File: config.mk
export PLATFORM = sky130hd
export DESIGN_NAME = mem_port_arbiter_flat
export DESIGN_NICKNAME = d
export VERILOG_FILES = /design/src/rtl/cpu_pkg.sv /design/src/rtl/mem_port_arbiter_if.sv /design/src/rtl/mem_port_arbiter_rr_arb2.sv /design/src/rtl/mem_port_arbiter.sv /design/src/flat_wrapper.sv
export SDC_FILE = /design/constraint.sdc
export NUM_CORES = 1
export LEC_CHECK = 0
export CORE_ASPECT_RATIO = 0.6
export CORE_MARGIN = 2
export CORE_UTILIZATION = 27
export CTS_CLUSTER_DIAMETER = 200
export DETAILED_ROUTE_END_ITERATION = 10
export PLACE_DENSITY_LB_ADDON = 0.08
export SYNTH_ARGS = -nofsm -noshare
export SYNTH_HDL_FRONTEND = slang
export SYNTH_SLANG_ARGS = --single-unit
File: constraint.sdc
create_clock -name clk -period 4.6 [get_ports clk]
set_clock_uncertainty 0.2 [all_clocks]
set_input_delay 0.92 -clock clk [delete_from_list [all_inputs] [get_ports clk]]
set_output_delay 0.92 -clock clk [all_outputs]
set_load 0.03 [all_outputs]
File: src/rtl/cpu_pkg.sv
// Shared definitions for the memory-port arbiter: default bus widths,
// requester identifiers and the CPU-hold state encoding.
package cpu_pkg;

    localparam int AW_DEF = 8;
    localparam int DW_DEF = 32;

    typedef enum logic [1:0] {
        REQ_CPU = 2'd0,
        REQ_DBG = 2'd1,
        REQ_LD  = 2'd2
    } req_e;

    typedef enum logic [1:0] {
        ST_NORMAL = 2'd0,
        ST_HOLD   = 2'd1,
        ST_DRAIN  = 2'd2
    } hold_state_e;

endpackage

File: src/rtl/mem_port_arbiter_if.sv
// Bundle of the CPU, debug-reader, loader and memory-side signals of the shared port.
interface mem_port_arbiter_if
#(
    parameter int AW = cpu_pkg::AW_DEF,
    parameter int DW = cpu_pkg::DW_DEF
);
    logic          cpu_re;
    logic          cpu_we;
    logic [AW-1:0] cpu_addr;
    logic [DW-1:0] cpu_wdata;
    logic [DW-1:0] cpu_rdata;
    logic          cpu_idle;
    logic          cpu_hold;

    logic          dbg_req;
    logic [AW-1:0] dbg_addr;
    logic          dbg_gnt;
    logic          dbg_rvalid;
    logic [DW-1:0] dbg_rdata;

    logic          ld_req;
    logic [AW-1:0] ld_addr;
    logic [DW-1:0] ld_wdata;
    logic          ld_gnt;

    logic [AW-1:0] mem_addr;
    logic          mem_we;
    logic [DW-1:0] mem_wdata;
    logic [DW-1:0] mem_rdata;

    // Requesters and memory side.
    modport master (
        output cpu_re, cpu_we, cpu_addr, cpu_wdata, cpu_idle,
        input  cpu_rdata, cpu_hold,
        output dbg_req, dbg_addr,
        input  dbg_gnt, dbg_rvalid, dbg_rdata,
        output ld_req, ld_addr, ld_wdata,
        input  ld_gnt,
        input  mem_addr, mem_we, mem_wdata,
        output mem_rdata
    );

    // Arbiter side.
    modport slave (
        input  cpu_re, cpu_we, cpu_addr, cpu_wdata, cpu_idle,
        output cpu_rdata, cpu_hold,
        input  dbg_req, dbg_addr,
        output dbg_gnt, dbg_rvalid, dbg_rdata,
        input  ld_req, ld_addr, ld_wdata,
        output ld_gnt,
        output mem_addr, mem_we, mem_wdata,
        input  mem_rdata
    );

endinterface

File: src/rtl/mem_port_arbiter_rr_arb2.sv
// Two-way round-robin arbiter between the debug reader and the loader.
// The pointer remembers the last tie winner; only ties move it.
module rr_arb2
    import cpu_pkg::*;
(
    input  logic clk,
    input  logic rst,
    input  logic i_en,
    input  logic i_req_dbg,
    input  logic i_req_ld,
    output logic o_gnt_dbg,
    output logic o_gnt_ld
);

    req_e r_ptr;
    logic w_tie;
    logic w_pick_dbg;

    assign w_tie      = i_req_dbg & i_req_ld;
    assign w_pick_dbg = i_req_dbg & (~i_req_ld | (r_ptr != REQ_DBG));
    assign o_gnt_dbg  = i_en & w_pick_dbg;
    assign o_gnt_ld   = i_en & i_req_ld & ~w_pick_dbg;

    always_ff @(posedge clk) begin
        if (rst) begin
            r_ptr <= REQ_LD;
        end else if (i_en && w_tie) begin
            r_ptr <= w_pick_dbg ? REQ_DBG : REQ_LD;
        end
    end

endmodule

File: src/rtl/mem_port_arbiter.sv
// Shares one synchronous-read memory between the CPU (absolute priority),
// the debug reader and the loader, with a starvation-driven CPU hold.
module mem_port_arbiter
    import cpu_pkg::*;
#(
    parameter int STARVE_MAX = 16
) (
    input  logic              clk,
    input  logic              rst,
    mem_port_arbiter_if.slave bus
);

    localparam logic [7:0] STARVE_LIM = 8'(STARVE_MAX);

    logic        w_cpu_acc;
    logic        w_dbg_gnt;
    logic        w_ld_gnt;
    logic        w_side_req;
    logic        w_side_gnt;
    logic        w_hold;
    logic [7:0]  r_starve;
    logic        r_dbg_vld_p1;
    hold_state_e r_state;
    hold_state_e w_state_nxt;

    assign w_cpu_acc  = bus.cpu_re | bus.cpu_we;
    assign w_side_req = bus.dbg_req | bus.ld_req;
    assign w_side_gnt = w_dbg_gnt | w_ld_gnt;

    rr_arb2 u_rr (
        .clk       (clk),
        .rst       (rst),
        .i_en      (~w_cpu_acc),
        .i_req_dbg (bus.dbg_req),
        .i_req_ld  (bus.ld_req),
        .o_gnt_dbg (w_dbg_gnt),
        .o_gnt_ld  (w_ld_gnt)
    );

    assign bus.dbg_gnt   = w_dbg_gnt;
    assign bus.ld_gnt    = w_ld_gnt;
    assign bus.cpu_rdata = bus.mem_rdata;
    assign bus.dbg_rdata = bus.mem_rdata;

    // CPU drive is the default; grants are already masked during CPU cycles.
    always_comb begin
        bus.mem_addr  = bus.cpu_addr;
        bus.mem_we    = bus.cpu_we;
        bus.mem_wdata = bus.cpu_wdata;
        if (w_dbg_gnt) begin
            bus.mem_addr = bus.dbg_addr;
            bus.mem_we   = 1'b0;
        end else if (w_ld_gnt) begin
            bus.mem_addr  = bus.ld_addr;
            bus.mem_we    = 1'b1;
            bus.mem_wdata = bus.ld_wdata;
        end
    end

    // Stage p0 -> p1: read data from the memory arrives one cycle after the grant.
    always_ff @(posedge clk) begin
        if (rst) begin
            r_dbg_vld_p1 <= 1'b0;
        end else begin
            r_dbg_vld_p1 <= w_dbg_gnt;
        end
    end

    assign bus.dbg_rvalid = r_dbg_vld_p1;

    always_ff @(posedge clk) begin
        if (rst) begin
            r_starve <= 8'd0;
        end else if (!w_side_req || w_side_gnt) begin
            r_starve <= 8'd0;
        end else if (r_starve != STARVE_LIM) begin
            r_starve <= r_starve + 8'd1;
        end
    end

    always_ff @(posedge clk) begin
        if (rst) begin
            r_state <= ST_NORMAL;
        end else begin
            r_state <= w_state_nxt;
        end
    end

    // Entering DRAIN takes precedence over the quiet-CPU return to NORMAL.
    always_comb begin
        w_state_nxt = r_state;
        case (r_state)
            ST_NORMAL: begin
                if (r_starve == STARVE_LIM) w_state_nxt = ST_HOLD;
            end
            ST_HOLD: begin
                if (bus.cpu_idle && !w_cpu_acc) w_state_nxt = ST_DRAIN;
                else if (w_side_gnt)            w_state_nxt = ST_NORMAL;
            end
            ST_DRAIN: begin
                if (!w_side_req) w_state_nxt = ST_NORMAL;
            end
            default: w_state_nxt = ST_NORMAL;
        endcase
    end

    always_comb begin
        w_hold = (r_state != ST_NORMAL);
    end

    assign bus.cpu_hold = w_hold;

endmodule

File: src/flat_wrapper.sv
// flat-port wrapper written by rule: the top's interface ports become plain ports
module mem_port_arbiter_flat import cpu_pkg::*;
#(
    parameter int STARVE_MAX = 16
)
  (clk, rst, bus_cpu_re, bus_cpu_we, bus_cpu_addr, bus_cpu_wdata, bus_cpu_idle, bus_cpu_rdata, bus_cpu_hold, bus_dbg_req, bus_dbg_addr, bus_dbg_gnt, bus_dbg_rvalid, bus_dbg_rdata, bus_ld_req, bus_ld_addr, bus_ld_wdata, bus_ld_gnt, bus_mem_addr, bus_mem_we, bus_mem_wdata, bus_mem_rdata);
  mem_port_arbiter_if #(.AW((8)), .DW((32))) bus_i ();
  input  logic clk;
  input  logic rst;
  input wire logic [$bits(bus_i.cpu_re)-1:0] bus_cpu_re;
  input wire logic [$bits(bus_i.cpu_we)-1:0] bus_cpu_we;
  input wire logic [$bits(bus_i.cpu_addr)-1:0] bus_cpu_addr;
  input wire logic [$bits(bus_i.cpu_wdata)-1:0] bus_cpu_wdata;
  input wire logic [$bits(bus_i.cpu_idle)-1:0] bus_cpu_idle;
  output wire logic [$bits(bus_i.cpu_rdata)-1:0] bus_cpu_rdata;
  output wire logic [$bits(bus_i.cpu_hold)-1:0] bus_cpu_hold;
  input wire logic [$bits(bus_i.dbg_req)-1:0] bus_dbg_req;
  input wire logic [$bits(bus_i.dbg_addr)-1:0] bus_dbg_addr;
  output wire logic [$bits(bus_i.dbg_gnt)-1:0] bus_dbg_gnt;
  output wire logic [$bits(bus_i.dbg_rvalid)-1:0] bus_dbg_rvalid;
  output wire logic [$bits(bus_i.dbg_rdata)-1:0] bus_dbg_rdata;
  input wire logic [$bits(bus_i.ld_req)-1:0] bus_ld_req;
  input wire logic [$bits(bus_i.ld_addr)-1:0] bus_ld_addr;
  input wire logic [$bits(bus_i.ld_wdata)-1:0] bus_ld_wdata;
  output wire logic [$bits(bus_i.ld_gnt)-1:0] bus_ld_gnt;
  output wire logic [$bits(bus_i.mem_addr)-1:0] bus_mem_addr;
  output wire logic [$bits(bus_i.mem_we)-1:0] bus_mem_we;
  output wire logic [$bits(bus_i.mem_wdata)-1:0] bus_mem_wdata;
  input wire logic [$bits(bus_i.mem_rdata)-1:0] bus_mem_rdata;
  assign bus_i.cpu_re = bus_cpu_re;
  assign bus_i.cpu_we = bus_cpu_we;
  assign bus_i.cpu_addr = bus_cpu_addr;
  assign bus_i.cpu_wdata = bus_cpu_wdata;
  assign bus_i.cpu_idle = bus_cpu_idle;
  assign bus_cpu_rdata = bus_i.cpu_rdata;
  assign bus_cpu_hold = bus_i.cpu_hold;
  assign bus_i.dbg_req = bus_dbg_req;
  assign bus_i.dbg_addr = bus_dbg_addr;
  assign bus_dbg_gnt = bus_i.dbg_gnt;
  assign bus_dbg_rvalid = bus_i.dbg_rvalid;
  assign bus_dbg_rdata = bus_i.dbg_rdata;
  assign bus_i.ld_req = bus_ld_req;
  assign bus_i.ld_addr = bus_ld_addr;
  assign bus_i.ld_wdata = bus_ld_wdata;
  assign bus_ld_gnt = bus_i.ld_gnt;
  assign bus_mem_addr = bus_i.mem_addr;
  assign bus_mem_we = bus_i.mem_we;
  assign bus_mem_wdata = bus_i.mem_wdata;
  assign bus_i.mem_rdata = bus_mem_rdata;
  mem_port_arbiter #(.STARVE_MAX(STARVE_MAX)) u_core (.clk(clk), .rst(rst), .bus(bus_i));
endmodule
Run 1, signal wires on met1:
Scale: 6 px per µm. Supply wires on this layer in grey. Cells faint in the background.
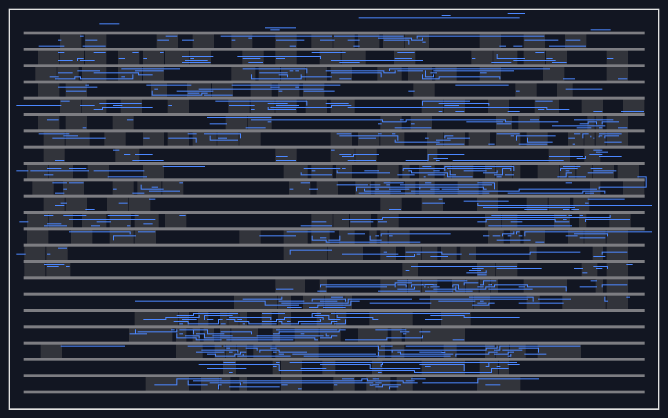
share of all routed wire: 38%
main direction: horizontal
nets with wire on the layer: 343
wire length on this layer: 2,770 µm

Run 1, metal 2:
Scale: 6 px per µm.
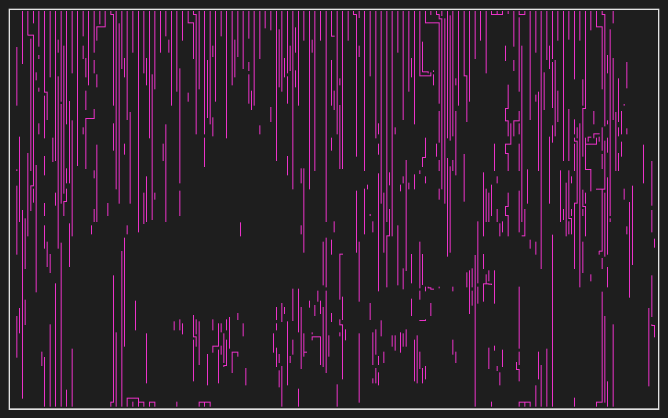
main direction: vertical
share of all routed wire: 50%
longest straight run: 42.9 µm
nets with wire on the layer: 340

==> Slide: Implementation Results, run 1 <==
Implementation Results

Run status
  – Outcome: finished clean

Yosys
  – Post-Synth AOI/OAI Area: between 10% and 20%
  – Top logic family: buffers and inverters
  – Synth Instances: ~210
  – Post-synthesis xor/xnor area fraction: under 10%
  – Netlist area before placement: 1752 µm²
  – Async set or reset register ratio after synthesis: 0%
  – Post-synthesis net count: 341
  – Commonest register cell after synthesis: sky130_fd_sc_hd__dfxtp_1
  – Largest cells by area after synthesis: sky130_fd_sc_hd__buf_4 27%, sky130_fd_sc_hd__mux2_2 19%, sky130_fd_sc_hd__dfxtp_1 15%
  – Synth warn: 0
  – Yosys synthesis chip area: 1752 µm²
  – Mux cell area share: between 20% and 30%

Worst setup path
  – Crit end category: output pin
  – Number of cells on the worst reg-to-reg path: 5
  – CP Cell Sequence: clkdlybuf4s50_1 -> or3b_1 -> a21oi_4 -> buf_12 -> mux2_2 -> clkdlybuf4s50_1
  – Reg-to-reg slack, setup: around 2.6 ns
  – Buffering stage count on the worst path with inverters included: 3
  – Start point of the critical path: bus_ld_req

Floorplanning
  – Pre-placement core utilization: between 20% and 30%
  – Standard-cell rows: 22
  – Well tap count: 84

Global routing
  – Most congested layer reported by global routing: met2
  – Global-route met1 utilization: between 20% and 30%
  – GR Util All Layers: 18.50%

Place
  – DP Wirelength: approximately 6.2 mm

Final layout
  – Final non-clock buffer share: between 50% and 60%
  – Ratio of cells with drive above 1 in the final layout: around 18%
  – # clk buffers: 4
  – NumNets Final: 418
  – Area of all placed cells without fillers: approximately 2800 µm²
  – Final core utilization: a little under half
  – Non-CTS inverters: 3
  – Storage element area: roughly 260 µm²
  – Multi-input combinational cell count: between 100 and 150
  – Area growth from synthesis to layout: 59.71%

Power
  – Switching part of the total power: between 30% and 40%
  – Seq pwr: approximately 120 µW
  – Combinational share of power: 52.1%
  – IR drop worst, VDD: just under 0.1 mV
  – Internal Dissipation: between 300 and 400 µW

Final timing
  – Final hold violation count: 0
  – Setup-violating endpoint count in the final report: 0
  – RSZ-0062 raised after global routing: false
  – Final cycle utilization of the critical path: roughly 96%
  – Remaining max-slew budget at the tightest pin: a little over three fifths

Clock network
  – Number of clock buffers inserted by TritonCTS: 3
  – Number of sinks handled by clock tree synthesis: 13

Detailed routing
  – Initial DRC Count: 74
  – Met3 wire length: between 800 and 900 µm
  – Average wire length per cell after detail routing: 19.43 µm
  – Wire length the detailed router placed on met1: about 2.8 mm
Run 1, M3 wires:
Scale: 6 px per µm. Cells faint in the background.
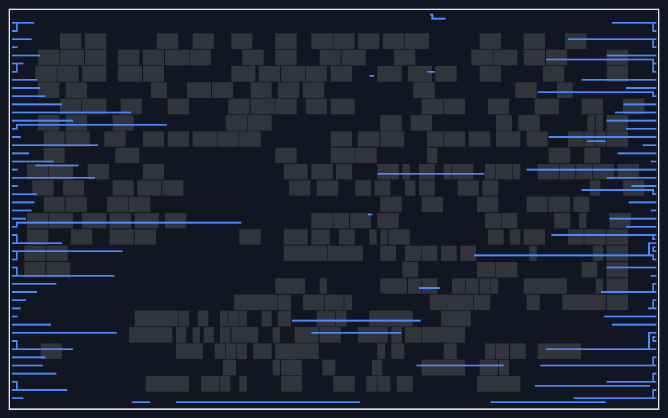
wire length on this layer: 835 µm
longest straight run: 37.3 µm
nets with wire on the layer: 79
main direction: horizontal
grt met3 use: 8.079%
count of vias placed by the detailed router: 1,699
WL final: 7.229 mm

## Run 2: what changed since run 1
--- a/config.mk
+++ b/config.mk
@@ -10,6 +10,7 @@
 export CORE_UTILIZATION = 27
 export CTS_CLUSTER_DIAMETER = 200
 export DETAILED_ROUTE_END_ITERATION = 10
+export HOLD_SLACK_MARGIN = 0.12
 export PLACE_DENSITY_LB_ADDON = 0.08
 export SYNTH_ARGS = -nofsm -noshare
 export SYNTH_HDL_FRONTEND = slang
Run 2, clock network drawn from the DEF:
Scale: 3 px per µm.
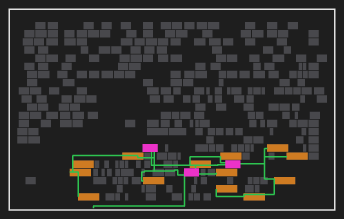
[magenta] clock drivers | count: 3
[green] clock wires | length: 240 µm
[orange] flip-flops | count: 13
routed clock nets: 4

==> Slide: Implementation Results, run 2 <==
Implementation Results

Power
  – Switching pwr: between 150 and 200 µW
  – Seq pwr: 117 µW (about the same)
  – Internal Dissipation: 313.5 µW (unchanged)
  – Combinational share of power: 52.1% (about the same)
  – Switching part of the total power: 32.40% (unchanged)
  – IR drop worst, VDD: 0.09650 mV (unchanged)

Final layout
  – Storage element area: 260.3 µm² (unchanged)
  – Registers with the most flip-flops: u_core.r_starve x8, u_core.r_state x2, u_core.u_rr.r_ptr x2
  – NumNets Final: 418 (unchanged)
  – Area of combinational cells with multiple inputs: approximately 940 µm²
  – Area growth from synthesis to layout: 59.71% (unchanged)
  – Final non-clock buffer share: 51.43% (unchanged)
  – Non-CTS inverters: 3 (unchanged)
  – Ratio of cells with drive above 1 in the final layout: 17.71% (unchanged)
  – Multi-input combinational cell count: 122 (unchanged)
  – # clk buffers: 4 (unchanged)
  – Area of all placed cells without fillers: 2798 µm² (unchanged)

Floorplanning
  – Standard-cell rows: 22 (unchanged)
  – Well tap count: 84 (unchanged)
  – Pre-placement core utilization: 28.28% (unchanged)

Yosys
  – Yosys synthesis chip area: 1752 µm² (unchanged)
  – Cell count in the Yosys report: approximately 210
  – Area leader, netlist: sky130_fd_sc_hd__buf_4
  – Mux cell area share: 20.57% (unchanged)
  – Synth warn: 0 (unchanged)
  – Commonest register cell after synthesis: sky130_fd_sc_hd__dfxtp_1
  – Post-synthesis net count: 341 (unchanged)
  – Top logic family: buffers and inverters
  – Largest cells by area after synthesis: sky130_fd_sc_hd__buf_4 27%, sky130_fd_sc_hd__mux2_2 19%, sky130_fd_sc_hd__dfxtp_1 15%
  – Simple-gate share of the synthesized area: approximately 17%
  – Netlist area before placement: 1752 µm² (unchanged)
  – Synth Instances: 212 (unchanged)
  – Async set or reset register ratio after synthesis: 0% (unchanged)
  – Post-Synth AOI/OAI Area: 13.14% (unchanged)
  – Post-synthesis xor/xnor area fraction: 1.500% (unchanged)

Detailed routing
  – Wire length the detailed router placed on met1: 2.767 mm (unchanged)
  – Count of vias placed by the detailed router: 1,699 (unchanged)
  – Average wire length per cell after detail routing: 19.43 µm (unchanged)
  – Count of antenna-violating nets left after detailed routing: 0
  – Met3 wire length: 835 µm (unchanged)
  – WL final: 7.229 mm (unchanged)
  – Initial DRC Count: 74 (unchanged)

Final timing
  – RSZ-0062 raised after global routing: false
  – Final cycle utilization of the critical path: 95.58% (unchanged)
  – Setup-violating endpoint count in the final report: 0 (unchanged)
  – Remaining max-slew budget at the tightest pin: 63.25% (unchanged)
  – Setup WS post-layout: about 0.20 ns

Worst setup path
  – Worst r2r dst: u_core.r_starve[2]$_SDFFE_PP0P_
  – Start point of the critical path: bus_ld_req
  – Crit end category: output pin
  – Number of cells on the worst reg-to-reg path: 5 (unchanged)
  – Buffering stage count on the worst path with inverters included: 3 (unchanged)
  – CP Cell Sequence: clkdlybuf4s50_1 -> or3b_1 -> a21oi_4 -> buf_12 -> mux2_2 -> clkdlybuf4s50_1
  – Reg-to-reg slack, setup: 2.63 ns (about the same)

Run status
  – Outcome: finished clean

Global routing
  – GR Util All Layers: 18.50% (unchanged)
  – Grt met3 use: 8.079% (unchanged)
  – Global-route met1 utilization: 21.91% (unchanged)

Flow run
  – Stage-log warning count: 27

Place
  – DP Wirelength: 6.189 mm (unchanged)

Clock network
  – Clock tree from TritonCTS: done
  – Number of sinks handled by clock tree synthesis: 13 (unchanged)
  – Number of clock buffers inserted by TritonCTS: 3 (unchanged)
  – Number of buffers on the longest clock path: 2

Worst hold path
  – Endpoint of the worst hold-timing path: u_core.r_state[0]$_SDFFE_PP0P_
Run 2, signal wires on met1:
Scale: 6 px per µm. Supply wires on this layer in grey. Cells faint in the background.
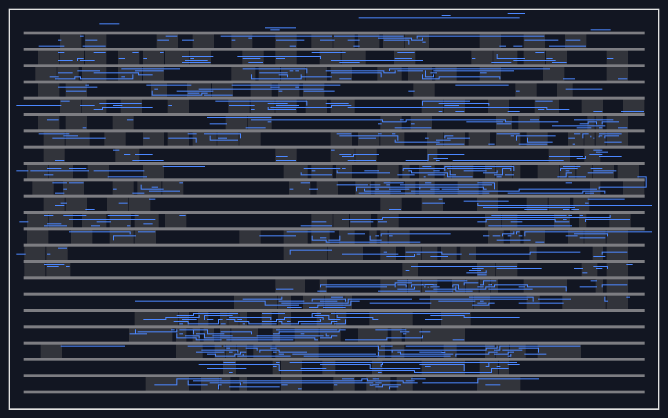

## Run 3: what changed since run 2
==> constraint.sdc (replaced) <==
create_clock -name clk -period 4.6 [get_ports clk]
set_clock_uncertainty 0.2 [all_clocks]
set_input_delay 0.92 -clock clk [delete_from_list [all_inputs] [get_ports clk]]
set_output_delay 0.92 -clock clk [all_outputs]
set_load 0.005 [all_outputs]
Run 3, signal wires on met1:
Scale: 6 px per µm. Supply wires on this layer in grey. Cells faint in the background.
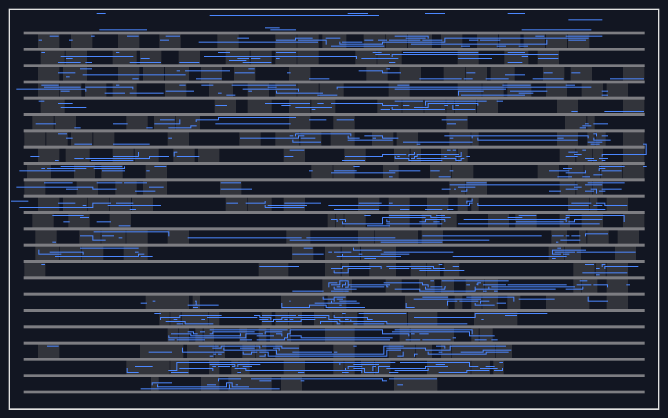
wire length on this layer: 2,670 µm
share of all routed wire: 37%
global-route met1 utilization: 21.36%
WL final: 7.228 mm
count of vias placed by the detailed router: 1,695

==> Slide: Implementation Results, run 3 <==
Implementation Results

Run status
  – Outcome: finished clean

Final layout
  – Non-CTS inverters: 3 (unchanged)
  – Area of combinational cells with multiple inputs: 937.1 µm² (unchanged)
  – Multi-input combinational cell count: 122 (unchanged)
  – # clk buffers: 4 (unchanged)
  – Buffer count excluding the clock tree in the final layout: between 100 and 150
  – Registers with the most flip-flops: u_core.r_starve x8, u_core.r_state x2, u_core.u_rr.r_ptr x2
  – Ratio of cells with drive above 1 in the final layout: 14.98% (-2.7 points)
  – NumNets Final: 417 (-0.24%)
  – Final non-clock buffer share: 51.60% (+0.17 points)
  – Storage element area: 260.3 µm² (unchanged)
  – Area growth from synthesis to layout: 60.29%

Detailed routing
  – Initial DRC Count: 91 (+23%)
  – Via density per instance: between 4 and 5
  – Count of antenna-violating nets left after detailed routing: 0 (unchanged)
  – Met3 wire length: 791 µm (-5.3%)
  – Average wire length per cell after detail routing: 19.48 µm (+0.26%)
  – Wire length the detailed router placed on met1: 2.673 mm (-3.4%)

Yosys
  – Netlist area before placement: 1752 µm² (unchanged)
  – Register area share after synthesis: about 15%
  – Post-Synth AOI/OAI Area: 13.14% (unchanged)
  – Top post-synthesis cells by count: 64 x sky130_fd_sc_hd__buf_4, 30 x sky130_fd_sc_hd__mux2_2, 14 x sky130_fd_sc_hd__nor2_1, 13 x sky130_fd_sc_hd__dfxtp_1, 12 x sky130_fd_sc_hd__nand3_1
  – Largest cells by area after synthesis: sky130_fd_sc_hd__buf_4 27%, sky130_fd_sc_hd__mux2_2 19%, sky130_fd_sc_hd__dfxtp_1 15%
  – Simple-gate share of the synthesized area: 16.86% (unchanged)
  – Post-synthesis net count: 341 (unchanged)
  – Yosys synthesis chip area: 1752 µm² (unchanged)
  – Mux cell area share: 20.57% (unchanged)
  – Synth warn: 0 (unchanged)
  – Post-synthesis xor/xnor area fraction: 1.500% (unchanged)
  – Synth Instances: 212 (unchanged)
  – Top logic family: buffers and inverters
  – Area leader, netlist: sky130_fd_sc_hd__buf_4
  – Commonest register cell after synthesis: sky130_fd_sc_hd__dfxtp_1
  – Async set or reset register ratio after synthesis: 0% (unchanged)
  – Cell with the most instances after synthesis: sky130_fd_sc_hd__buf_4

Power
  – Internal Dissipation: 314.8 µW (+0.42%)
  – Switching part of the total power: 24.03% (-8.4 points)
  – Switching pwr: 99.57 µW (-34%)
  – IR drop worst, VDD: 0.1012 mV (+4.9%)
  – Combinational share of power: 46.4% (-5.7 points)
  – Seq pwr: 117 µW (about the same)

Worst setup path
  – CP Cell Sequence: clkdlybuf4s50_1 -> or3b_1 -> a21oi_4 -> buf_12 -> mux2_2 -> clkdlybuf4s50_1
  – Crit end category: output pin
  – Worst r2r dst: u_core.r_starve[3]$_SDFFE_PP0P_
  – Number of cells on the worst reg-to-reg path: 5 (unchanged)
  – Reg-to-reg slack, setup: 2.68 ns (+0.05 ns)
  – Buffering stage count on the worst path with inverters included: 3 (unchanged)
  – Kind of launch point of the worst setup path: input pin

Worst hold path
  – Endpoint of the worst hold-timing path: u_core.r_state[0]$_SDFFE_PP0P_

Floorplanning
  – Floorplan Core Area: just over 6000 µm²
  – Horizontal die dimension: roughly 110 µm
  – Pre-placement core utilization: 28.28% (unchanged)
  – Standard-cell rows: 22 (unchanged)

Final timing
  – Remaining max-slew budget at the tightest pin: 65.05% (+1.8 points)
  – Transition time of the tightest slew-check pin: a little over 0.5 ns
  – Final cycle utilization of the critical path: 92.71% (-2.9 points)

Clock network
  – Number of sinks handled by clock tree synthesis: 13 (unchanged)
  – Number of clock buffers inserted by TritonCTS: 3 (unchanged)
  – Clock tree from TritonCTS: done
  – Number of buffers on the longest clock path: 2 (unchanged)

Global routing
  – GR Util All Layers: 18.66% (+0.15 points)
  – Grt met3 use: 6.897% (-1.2 points)
  – Global Route met2 Usage: about a third
Power is estimated from default activity; no workload was simulated.
